$ cat config.mk
export PLATFORM = sky130hd
export DESIGN_NAME = mem_responder_flat
export DESIGN_NICKNAME = d
export VERILOG_FILES = /design/src/rtl/mem_pkg.sv /design/src/rtl/mem_responder_if.sv /design/src/rtl/mem_array.sv /design/src/rtl/mem_responder.sv /design/src/flat_wrapper.sv
export SDC_FILE = /design/constraint.sdc
export NUM_CORES = 1
export LEC_CHECK = 0
export CELL_PAD_IN_SITES_DETAIL_PLACEMENT = 0
export CELL_PAD_IN_SITES_GLOBAL_PLACEMENT = 1
export CORE_MARGIN = 1.5
export CORE_UTILIZATION = 39
export CTS_BUF_LIST = sky130_fd_sc_hd__clkbuf_16
export DETAILED_ROUTE_END_ITERATION = 12
export GPL_ROUTABILITY_DRIVEN = 0
export GPL_TIMING_DRIVEN = 1
export PLACE_DENSITY_LB_ADDON = 0.1
export SYNTH_ARGS = -nofsm -noshare
export SYNTH_HDL_FRONTEND = slang
export SYNTH_SLANG_ARGS = --single-unit
$ cat constraint.sdc
create_clock -name clk -period 5.89 [get_ports clk]
set_input_delay 1.178 -clock clk [delete_from_list [all_inputs] [get_ports clk]]
set_output_delay 1.178 -clock clk [all_outputs]
set_load 0.02 [all_outputs]
$ cat src/rtl/mem_pkg.sv
// Shared types and constants for the memory responder.
package mem_pkg;

   typedef enum logic {CLEAR, SERVE} mem_state_t;

   localparam logic [15:0] WR_COUNT_MAX = 16'hFFFF;

endpackage

$ cat src/rtl/mem_responder_if.sv
// CPU request/response bus, loader port and status, bundled for the responder.
interface mem_responder_if #(
   parameter int unsigned ADDR_WIDTH = 6,
   parameter int unsigned DATA_WIDTH = 16
);

   logic                  mem_we;
   logic [ADDR_WIDTH-1:0] mem_addr;
   logic [DATA_WIDTH-1:0] mem_data;
   logic [DATA_WIDTH-1:0] mem_in;
   logic                  load_valid;
   logic [ADDR_WIDTH-1:0] load_addr;
   logic [DATA_WIDTH-1:0] load_data;
   logic                  load_ready;
   logic                  ready;
   logic [15:0]           wr_count;

   modport master (
      output mem_we, mem_addr, mem_data, load_valid, load_addr, load_data,
      input  mem_in, load_ready, ready, wr_count
   );

   modport slave (
      input  mem_we, mem_addr, mem_data, load_valid, load_addr, load_data,
      output mem_in, load_ready, ready, wr_count
   );

endinterface

$ cat src/rtl/mem_array.sv
// Single write port, single registered read port storage; reads are write-first.
module mem_array #(
   parameter int unsigned ADDR_WIDTH = 6,
   parameter int unsigned DATA_WIDTH = 16
) (
   input  logic                  clk,
   input  logic                  rst,
   input  logic                  we,
   input  logic [ADDR_WIDTH-1:0] wr_addr,
   input  logic [DATA_WIDTH-1:0] wr_data,
   input  logic                  rd_en,
   input  logic [ADDR_WIDTH-1:0] rd_addr,
   output logic [DATA_WIDTH-1:0] rd_data
);

   localparam int unsigned Depth = 1 << ADDR_WIDTH;

   logic [DATA_WIDTH-1:0] mem [Depth];

   // Storage has no reset; the responder's clear sequence zeroes it.
   always_ff @(posedge clk) begin
      if (we) begin
         mem[wr_addr] <= wr_data;
      end
   end

   always_ff @(posedge clk or posedge rst) begin
      if (rst) begin
         rd_data <= '0;
      end else if (rd_en) begin
         rd_data <= (we && (wr_addr == rd_addr)) ? wr_data : mem[rd_addr];
      end
   end

endmodule

$ cat src/rtl/mem_responder.sv
// CPU memory responder: zero-clears the array after reset, then serves CPU
// reads/writes with a lower-priority loader write port.
module mem_responder
   import mem_pkg::*;
#(
   parameter int unsigned ADDR_WIDTH = 6,
   parameter int unsigned DATA_WIDTH = 16
) (
   input logic            clk,
   input logic            rst,
   mem_responder_if.slave bus
);

   mem_state_t            state_q, state_d;
   logic [ADDR_WIDTH:0]   clr_ptr_q, clr_ptr_d;
   logic [15:0]           wr_count_q, wr_count_d;
   logic                  serving;
   logic                  arr_we;
   logic [ADDR_WIDTH-1:0] arr_addr;
   logic [DATA_WIDTH-1:0] arr_data;

   always_comb begin
      state_d    = state_q;
      clr_ptr_d  = clr_ptr_q;
      wr_count_d = wr_count_q;
      serving    = 1'b0;
      arr_we     = 1'b0;
      arr_addr   = bus.mem_addr;
      arr_data   = bus.mem_data;
      bus.load_ready = 1'b0;

      unique case (state_q)
         CLEAR: begin
            arr_we    = 1'b1;
            arr_addr  = clr_ptr_q[ADDR_WIDTH-1:0];
            arr_data  = '0;
            clr_ptr_d = clr_ptr_q + (ADDR_WIDTH + 1)'(1);
            // Top bit set means the last address was just written.
            if (clr_ptr_d[ADDR_WIDTH]) begin
               state_d = SERVE;
            end
         end
         SERVE: begin
            serving = 1'b1;
            if (bus.mem_we) begin
               arr_we = 1'b1;
            end else if (bus.load_valid) begin
               arr_we         = 1'b1;
               arr_addr       = bus.load_addr;
               arr_data       = bus.load_data;
               bus.load_ready = 1'b1;
            end
            if (arr_we && (wr_count_q != WR_COUNT_MAX)) begin
               wr_count_d = wr_count_q + 16'd1;
            end
         end
         default: state_d = CLEAR;
      endcase
   end

   always_ff @(posedge clk or posedge rst) begin
      if (rst) begin
         state_q    <= CLEAR;
         clr_ptr_q  <= '0;
         wr_count_q <= '0;
      end else begin
         state_q    <= state_d;
         clr_ptr_q  <= clr_ptr_d;
         wr_count_q <= wr_count_d;
      end
   end

   mem_array #(
      .ADDR_WIDTH (ADDR_WIDTH),
      .DATA_WIDTH (DATA_WIDTH)
   ) u_mem_array (
      .clk     (clk),
      .rst     (rst),
      .we      (arr_we),
      .wr_addr (arr_addr),
      .wr_data (arr_data),
      .rd_en   (serving),
      .rd_addr (bus.mem_addr),
      .rd_data (bus.mem_in)
   );

   assign bus.ready    = serving;
   assign bus.wr_count = wr_count_q;

endmodule

$ cat src/flat_wrapper.sv
// flat-port wrapper written by rule: the top's interface ports become plain ports
module mem_responder_flat import mem_pkg::*;
#(
   parameter int unsigned ADDR_WIDTH = 6,
   parameter int unsigned DATA_WIDTH = 16
)
  (clk, rst, bus_mem_we, bus_mem_addr, bus_mem_data, bus_load_valid, bus_load_addr, bus_load_data, bus_mem_in, bus_load_ready, bus_ready, bus_wr_count);
  mem_responder_if #(.ADDR_WIDTH(ADDR_WIDTH), .DATA_WIDTH(DATA_WIDTH)) bus_i ();
  input logic clk;
  input logic rst;
  input wire logic [$bits(bus_i.mem_we)-1:0] bus_mem_we;
  input wire logic [$bits(bus_i.mem_addr)-1:0] bus_mem_addr;
  input wire logic [$bits(bus_i.mem_data)-1:0] bus_mem_data;
  input wire logic [$bits(bus_i.load_valid)-1:0] bus_load_valid;
  input wire logic [$bits(bus_i.load_addr)-1:0] bus_load_addr;
  input wire logic [$bits(bus_i.load_data)-1:0] bus_load_data;
  output wire logic [$bits(bus_i.mem_in)-1:0] bus_mem_in;
  output wire logic [$bits(bus_i.load_ready)-1:0] bus_load_ready;
  output wire logic [$bits(bus_i.ready)-1:0] bus_ready;
  output wire logic [$bits(bus_i.wr_count)-1:0] bus_wr_count;
  assign bus_i.mem_we = bus_mem_we;
  assign bus_i.mem_addr = bus_mem_addr;
  assign bus_i.mem_data = bus_mem_data;
  assign bus_i.load_valid = bus_load_valid;
  assign bus_i.load_addr = bus_load_addr;
  assign bus_i.load_data = bus_load_data;
  assign bus_mem_in = bus_i.mem_in;
  assign bus_load_ready = bus_i.load_ready;
  assign bus_ready = bus_i.ready;
  assign bus_wr_count = bus_i.wr_count;
  mem_responder #(.ADDR_WIDTH(ADDR_WIDTH), .DATA_WIDTH(DATA_WIDTH)) u_core (.clk(clk), .rst(rst), .bus(bus_i));
endmodule
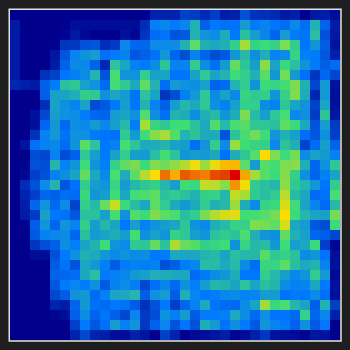
Figure 1: run 1, wire density map.
Scale: 1 px per um. 33 x 33 tiles, from dark blue (low) to red (high), scaled to the fullest tile. Values are wire area over tile area, all layers added.
nearly empty tiles	11%
mean over tiles	0.16
fullest tile	0.55

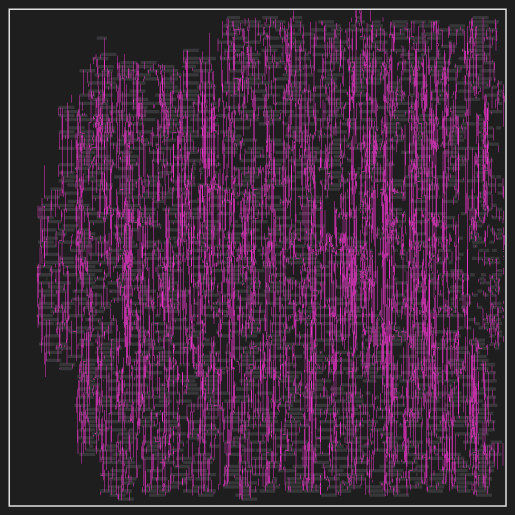
Figure 2: run 1, met2 routing.
Scale: 1.5 px per um.
wire length on this layer	52.5 mm
main direction	vertical
longest straight run	159 um

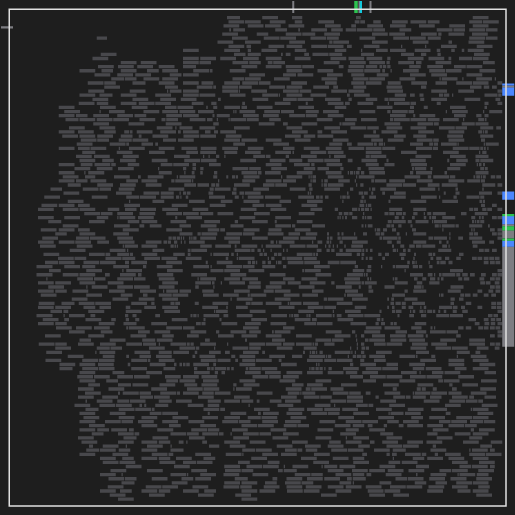
Figure 3: run 1, I/O pins on the die edge.
Scale: 1.5 px per um. Pins as bars across the die edge, other pins in gray.
color	port	pins	direction	edge
blue	bus_wr_count	16	output	east
green	bus_load_addr	6	input	4 east, 2 north
cyan	bus_mem_we	1	input	north

==> out/qor.csv, run 1 <==
stage,metric,value,unit
clock_network,ctsHoldBuffers,0,
clock_network,clk_pin_slew_worst_paths,0.06,ns
worst_setup_path,cp-endpoint,bus_load_ready,
clock_network,cts_root_buffer,clkbuf_16,
final_timing,hold_viol,0,
placement,port_buffers,81,
synthesis,synth-edff-count,1024,
detailed_routing,drt_iter0_drc,1912,
worst_setup_path,cp-end-kind,output pin,
worst_setup_path,crit_start,bus_mem_we,
layout,regMostFlops,u_core.u_mem_array.mem,
layout,stdcell_area,48600,um^2
layout,num-nonclk-inverters,11,
power,pg_comb,0.462,mW
detailed_routing,drc,0,
synthesis,yosys.area_share.xor_xnor,0.00566,
final_timing,finalSetupViolations,0,
layout,ff_count,1064,
final_timing,finalMaxSlewViolations,0,
floorplan,chipWidth,330,um
worst_setup_path,r2r_cells,9,
worst_setup_path,critPathTopFamily,buffers and inverters,
layout,comb_cells,788,
power,irDropWorstVdd,0.000233,V
synthesis,fa_ha_area_frac,0.000599,
placement,dp_hpwl,68600,um
final_timing,fin_crit_sh,0.771,
worst_setup_path,worstPathCellList,clkdlybuf4s50_1 -> nor2b_4 -> buf_4 -> nand2_1 -> inv_1 -> clkdlybuf4s50_1,
global_route,grt_busiest_layer,met2,
layout,seq_share,0.654,
synthesis,synthCells,1967,
worst_setup_path,startpoint_type,input port,
final_timing,tns,0,ns
min_path,min_from,u_core.bus.wr_count[10],
global_route,met2_usage,0.329,
power,p_sw,3.17,mW
layout,fill_cells,8877,
synthesis,top_cell_area_share,0.737,
final_timing,tightest_slew,1.10,ns
floorplan,coreArea,106000,um^2
clock_network,clock_latency,0.69,ns
synthesis,synthDistinctLibCells,61,
detailed_routing,wl_met2,52500,um
status,status,completed,
layout,num_antenna_cells,4,
synthesis,synthMuxAreaShare,0.163,
floorplan,die-height,330,um
synthesis,area_leaders,"edfxtp_1 (74%), mux4_2 (13%), dfrtp_1 (2.4%)",
power,pg_seq,8.17,mW
power,p_sw_frac,0.204,
layout,n_clock_buffer,115,
layout,drive_above_1_share,0.264,
layout,signal_buffers,207,
floorplan,dieArea,109000,um^2
placement,pre_cts_slack,1.12,ns
floorplan,n_tap_cell,1391,
clock_network,postCtsSetupRepairBufs,0,
global_route,grt_pass1_wl,158000,um
flow_run,drv_cap,0,
clock_network,clockBufferDepth,3,
synthesis,async_flop_share,0.0376,
synthesis,ys_sh_simple,0.0271,
power,leakagePower,13.7,nW
detailed_routing,postRouteAntennaNets,0,
power,clkPwrFrac,0.444,
global_route,antenna_found_initial,2,
power,power_leader,sequential cells,
power,power_frac_seq,0.527,
min_path,hold_depth,1,
synthesis,netlist_top_cells_count,"edfxtp_1 (1024), mux4_2 (249), nor2_1 (110), mux2i_1 (97), nand2_1 (51)",
detailed_routing,vias,20382,
detailed_routing,firstDrtPassIters,5,
detailed_routing,wl_met3,6400,um
synthesis,aoi_share,0.0265,
detailed_routing,drt-total-wl,112000,um
final_timing,skew,0.0184,ns
synthesis,synth_top_cell_by_count,edfxtp_1,
synthesis,flop_cell,edfxtp_1,
layout,area_growth,16.3,%
layout,layout.nets,2233,
layout,utilization,0.459,
synthesis,synthesis.nets,2017,
global_route,grt_util_met1,0.294,
detailed_routing,routedWlPerCell,30.4,um
layout,lay_top_cells,"edfxtp_1 (1024), mux4_2 (249), clkbuf_16 (115), buf_4 (111), mux2i_1 (97)",
global_route,grt_pass1_vias,21067,
layout,bufAreaShareNonClock,0.0402,
global_route,overflow,0,
clock_network,numCtsBuffers,111,
power,p_comb_frac,0.030,
flow_run,warnings,26,
worst_setup_path,worstReg2RegStart,u_core.state_q,
synthesis,ys_cells,1967,
--- run 2 (diff from run 1) ---
==> constraint.sdc (replaced) <==
create_clock -name clk -period 4 [get_ports clk]
set_input_delay 0.8 -clock clk [delete_from_list [all_inputs] [get_ports clk]]
set_output_delay 0.8 -clock clk [all_outputs]
set_load 0.02 [all_outputs]
==> out/qor.csv, run 2 <==
stage,metric,value,unit
power,power.density,476,nW/um^2
power,p_sw_frac,0.200,
power,power_leader,sequential cells,
power,pg_seq,12.0,mW
detailed_routing,routed.top_layer,met5,
synthesis,synthMuxAreaShare,0.163,
global_route,antenna_found_initial,3,
worst_setup_path,worstReg2RegStart,u_core.state_q,
synthesis,synth_top_cell_by_count,edfxtp_1,
clock_network,clock-sinks,1064,
clock_network,clockBufferDepth,3,
worst_setup_path,critPathTopFamily,buffers and inverters,
floorplan,io_pins,82,
synthesis,yosys.area_share.xor_xnor,0.00566,
synthesis,fa_ha_area_frac,0.000599,
power,pg_comb,0.715,mW
synthesis,synthesis.nets,2017,
worst_setup_path,startpoint_type,input port,
synthesis,synth_flops,1064,
min_path,hold_depth,1,
synthesis,netlist_top_cells_count,"edfxtp_1 (1024), mux4_2 (249), nor2_1 (110), mux2i_1 (97), nand2_1 (51)",
layout,comb_area_frac,0.192,
power,clkPwrFrac,0.456,
layout,num_antenna_cells,3,
power,power,23.4,mW
worst_setup_path,regToRegEndpoint,u_core.u_mem_array.mem[61][8],
final_timing,finalMaxSlewViolations,0,
synthesis,top_cell_area_share,0.737,
final_timing,fmax,274,MHz
final_timing,layout_min_cycle_time,3.65,ns
floorplan,n_tap_cell,1391,
synthesis,async_flop_share,0.0376,
worst_setup_path,cp-endpoint,bus_load_ready,
detailed_routing,wl_met2,54300,um
layout,stdcell_area,49300,um^2
synthesis,synthCells,1967,
synthesis,flop_cell,edfxtp_1,
layout,ff_count,1064,
clock_network,cts_tree,done,
worst_setup_path,cp-end-kind,output pin,
layout,layout.nets,2285,
global_route,grt_max_degree,66,
layout,lay_top_cells,"edfxtp_1 (1024), mux4_2 (249), buf_4 (153), clkbuf_16 (112), mux2i_1 (97)",
layout,seq_share,0.645,
clock_network,clock_latency,0.69,ns
global_route,grt_busiest_layer,met2,
worst_setup_path,crit_start,bus_load_valid,
placement,placed_cells,3513,
layout,fill_cells,8811,
layout,drive_above_1_share,0.285,
placement,pre_cts_slack,0.321,ns
power,power_frac_seq,0.513,
status,status,completed,
global_route,grt_util_met1,0.303,
layout,num-nonclk-inverters,11,
detailed_routing,wl_met3,6670,um
floorplan,coreArea,106000,um^2
power,p_comb_frac,0.031,
floorplan,dieArea,109000,um^2
flow_run,warnings,26,
synthesis,area_leaders,"edfxtp_1 (74%), mux4_2 (13%), dfrtp_1 (2.4%)",
layout,n_clock_buffer,112,
detailed_routing,firstDrtPassIters,5,
global_route,overflow,0,
worst_setup_path,path_buffers,4,
layout,comb_cells,788,
clock_network,clk_pin_slew_worst_paths,0.06,ns
worst_setup_path,required,3.20,ns
layout,final_common_cell,edfxtp_1,
layout,regMostFlops,u_core.u_mem_array.mem,
layout,area_growth,18.0,%
power,p_sw,4.69,mW
synthesis,ys_cells,1967,
clock_network,postCtsSetupRepairBufs,0,
min_path,min_from,u_core.bus.wr_count[10],
final_timing,tightest_slew,1.09,ns
clock_network,numCtsBuffers,111,
final_timing,fin_crit_sh,0.912,
global_route,grt_pass1_vias,21250,
synthesis,ys_sh_simple,0.0271,
synthesis,synthDistinctLibCells,61,
layout,utilization,0.466,
final_timing,skew,0.0222,ns
detailed_routing,drt_iter0_drc,1982,
detailed_routing,routedWlPerCell,30.9,um
clock_network,ctsHoldBuffers,0,
final_timing,tns,0,ns
final_timing,hold_viol,0,
placement,dp_hpwl,73200,um
worst_setup_path,r2r_cells,5,
global_route,met2_usage,0.337,
layout,signal_buffers,259,
synthesis,aoi_share,0.0265,
global_route,grt_pass1_wl,162000,um
final_timing,finalSetupViolations,0,
detailed_routing,postRouteAntennaNets,0,
layout,regArea,31800,um^2
detailed_routing,drc,0,
detailed_routing,vias,20695,
worst_setup_path,worstPathCellList,clkdlybuf4s50_1 -> nor2b_4 -> buf_4 -> nand2_1 -> inv_1 -> clkdlybuf4s50_1,
flow_run,drv_cap,0,
clock_network,cts_root_buffer,clkbuf_16,
power,leakagePower,14.1,nW
power,irDropWorstVdd,0.000309,V
detailed_routing,drt-total-wl,115000,um
layout,bufAreaShareNonClock,0.0500,
synthesis,synth-edff-count,1024,
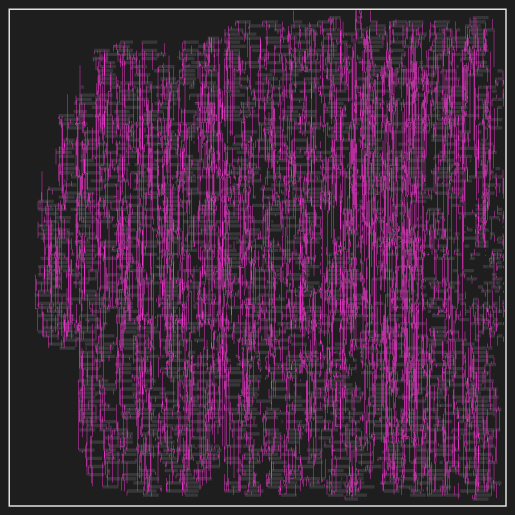
Figure 4: run 2, met2 routing.
Scale: 1.5 px per um.
main direction	vertical
longest straight run	138 um
share of all routed wire	47%

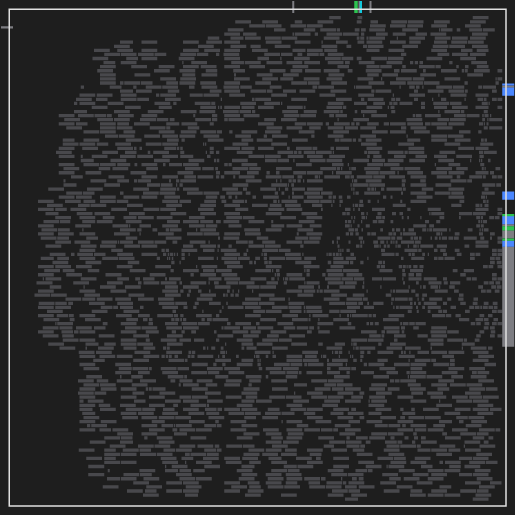
Figure 5: run 2, I/O pins on the die edge.
Scale: 1.5 px per um. Pins as bars across the die edge, other pins in gray.
Port Buffers: 81
Die W: 330 um
die height: 330 um

No activity file was given, so power comes from the tool's default toggle rates.
